## src/rtl/bcd_countdown_timer.sv

```systemverilog
// bcd_countdown_timer: four-digit BCD countdown timer with load/start/pause control and optional auto-reload
// Ports:
//   clk      in   rising-edge clock
//   rst      in   asynchronous active-high reset
//   tick     in   decrement strobe, honoured only while running
//   load     in   latch load_val into count and reload registers (rejected if not BCD)
//   load_val in   16 four BCD digits, [15:12] most significant
//   start    in   begin, resume or restart counting
//   pause    in   suspend counting
//   digits   out  16 current count
//   running  out  high while counting
//   done     out  one-cycle pulse when the count expires
//   err      out  sticky: last load attempt had a non-BCD digit
module bcd_countdown_timer #(
    parameter bit AUTO_RELOAD = 1'b0
) (
    input  logic        clk,
    input  logic        rst,
    input  logic        tick,
    input  logic        load,
    input  logic [15:0] load_val,
    input  logic        start,
    input  logic        pause,
    output logic [15:0] digits,
    output logic        running,
    output logic        done,
    output logic        err
);
    typedef enum logic [1:0] {ST_IDLE, ST_RUN, ST_PAUSED, ST_DONE} state_t;

    state_t      state_q, state_d;
    logic [15:0] count_q, count_d;
    logic [15:0] reload_q, reload_d;
    logic        done_q, done_d;
    logic        err_q, err_d;

    function automatic logic is_bcd(input logic [15:0] v);
        logic ok;
        ok = 1'b1;
        for (int i = 0; i < 4; i++) ok = ok & (v[4*i +: 4] <= 4'd9);
        return ok;
    endfunction

    // Ripple borrow from the least significant digit; a 0 digit wraps to 9.
    function automatic logic [15:0] bcd_dec(input logic [15:0] v);
        logic [15:0] r;
        logic        b;
        r = v;
        b = 1'b1;
        for (int i = 0; i < 4; i++) begin
            if (b) begin
                if (v[4*i +: 4] == 4'd0) r[4*i +: 4] = 4'd9;
                else begin
                    r[4*i +: 4] = v[4*i +: 4] - 4'd1;
                    b = 1'b0;
                end
            end
        end
        return r;
    endfunction

    always_ff @(posedge clk or posedge rst) begin
        if (rst) begin
            state_q  <= ST_IDLE;
            count_q  <= '0;
            reload_q <= '0;
            done_q   <= 1'b0;
            err_q    <= 1'b0;
        end else begin
            state_q  <= state_d;
            count_q  <= count_d;
            reload_q <= reload_d;
            done_q   <= done_d;
            err_q    <= err_d;
        end
    end

    // Strict priority: the highest asserted command is the only one considered,
    // even when it has no effect in the current state.
    always_comb begin
        state_d  = state_q;
        count_d  = count_q;
        reload_d = reload_q;
        done_d   = 1'b0;
        err_d    = err_q;
        if (load) begin
            if (is_bcd(load_val)) begin
                count_d  = load_val;
                reload_d = load_val;
                err_d    = 1'b0;
                state_d  = ST_IDLE;
            end else begin
                err_d = 1'b1;
            end
        end else if (pause) begin
            if (state_q == ST_RUN) state_d = ST_PAUSED;
        end else if (start) begin
            if (state_q == ST_IDLE && count_q != 16'h0000) state_d = ST_RUN;
            else if (state_q == ST_PAUSED) state_d = ST_RUN;
            else if (state_q == ST_DONE) begin
                count_d = reload_q;
                state_d = (reload_q != 16'h0000) ? ST_RUN : ST_DONE;
            end
        end else if (tick && state_q == ST_RUN && count_q != 16'h0000) begin
            if (count_q == 16'h0001) begin
                done_d  = 1'b1;
                count_d = AUTO_RELOAD ? reload_q : 16'h0000;
                state_d = (AUTO_RELOAD && reload_q != 16'h0000) ? ST_RUN : ST_DONE;
            end else begin
                count_d = bcd_dec(count_q);
            end
        end
    end

    assign digits  = count_q;
    assign running = (state_q == ST_RUN);
    assign done    = done_q;
    assign err     = err_q;
endmodule

```

## config.mk

```make
export PLATFORM = sky130hd
export DESIGN_NAME = bcd_countdown_timer
export DESIGN_NICKNAME = d
export VERILOG_FILES = /design/src/rtl/bcd_countdown_timer.sv
export SDC_FILE = /design/constraint.sdc
export NUM_CORES = 1
export LEC_CHECK = 0
export CORE_ASPECT_RATIO = 1.1
export CORE_MARGIN = 1.5
export CORE_UTILIZATION = 53
export DETAILED_ROUTE_END_ITERATION = 7
export GPL_ROUTABILITY_DRIVEN = 0
export PLACE_DENSITY = 0.8
export SLEW_MARGIN = 20
export SYNTH_ARGS = -nofsm -noshare
export SYNTH_HDL_FRONTEND = slang
export SYNTH_SLANG_ARGS = --single-unit
```

## constraint.sdc

```tcl
create_clock -name clk -period 2.7 [get_ports clk]
set_clock_uncertainty 0.1 [all_clocks]
set_input_delay 0.54 -clock clk [delete_from_list [all_inputs] [get_ports clk]]
set_output_delay 0.54 -clock clk [all_outputs]
set_load 0.005 [all_outputs]
```

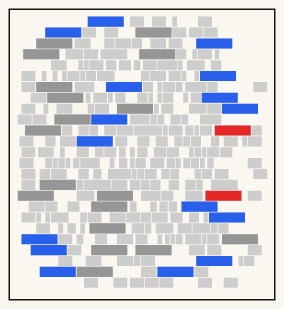
(images/registers.png)
Scale: 4 px per um. Other sequential cells in the stronger grey, the rest of the logic in the fainter grey.
| signal | colour | flops |
|---|---|---|
| state_q | red | 2 |
| digits | blue | 16 |
not coloured: 18
Seq power: 0.984 mW
register area: 900.9 um^2
Seq/total area: 31.10%

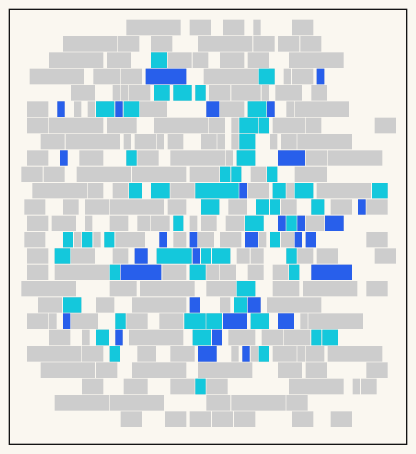
(images/gate_families.png)
Scale: 6 px per um.
| family | colour | cells | most used |
|---|---|---|---|
| NOR gates | blue | 31 | nor2_1 |
| inverting AOI/OAI gates | cyan | 55 | o21ai_0 |
most frequent logic cell in the layout: clkdlybuf4s50_1
Comb/total area: 44.88%
Non-Filler Instances: 328

==> run summary <==
fresh numbers from the pnr run: Flop pwr share=40.5%, DP Worst Slack=58.99 ps, post-CTS setup buffers=0, Crit path required time=2780 ps, Fin Hold WS=415.5 ps, ant diodes=0, Yosys Chip Area=2312 um^2, P_int=1.546 mW, EDFF count, synth=0, HP Class=flop to flop, CTS resizes=0, Tmin final=2392 ps, wl on met1=2470 um, R2R setup slack=310 ps, share of synthesized registers carrying an async set or reset=100.0%, Crit Path Max Fanout=8, Non-CTS buffers=53, MaxCap Viol Count=0, CTS tree=yes, antenna-violating nets left=0, Top class by area=combinational gates, main flop type=dfrtp_1, site row count=25, Overall Global Routing Usage=25.80%, later-pin clock latency in the skew report=290 ps, post-synthesis area per instance=10.32 um^2, outcome=finished clean, clk pwr=0.360 mW, Mux area share=13.15%, WHS Path Cells=2, CP Launch Point=digits[9]$_DFFE_PP0P_, routed len/inst=17.44 um, Post-CTS Hold Buffers=0, nets=303, Adder Share, Synth=3.788%, number of vias per cell=6.244, critical path depth=7, Vias=2048, share of post-route cells with drive strength above 1=19.71%, die height=72.28 um, Post-Route WL=5719 um, Comb gates=164, CTS clk-pin slew, worst paths=70 ps
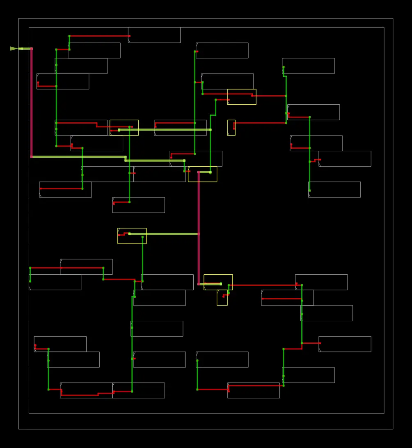
(images/final_clocks.png)
CTS sink cnt: 36
final-layout clock buffer total: 6
Seq cells: 36

## Yosys cell counts, drive strengths merged (4+ instances only)
master,count
o21ai,15
mux2i,6
nor2b,4
nor3b,5
nand3b,4
clkbuf,5
nand2,13
buf,5
inv,13
o31ai,5
nor2,17
mux2,21
dfrtp,36
a21oi,9
ha,7
nand4,5
## through the flow
| step | util (%) | instance area (um^2) | power (mW) |
|---|---|---|---|
| after floorplan | - | 2312 | 1.592 |
| after global placement | 66.26 | 2819 | 2.043 |
| final | 68.09 | 2897 | 2.433 |
| after CTS | 68.09 | 2897 | 2.438 |
| after global routing | 68.09 | 2897 | 2.609 |
| after detailed placement | 66.26 | 2819 | 2.072 |
Power figures rest on the tool's default switching activity, not on a simulated workload.
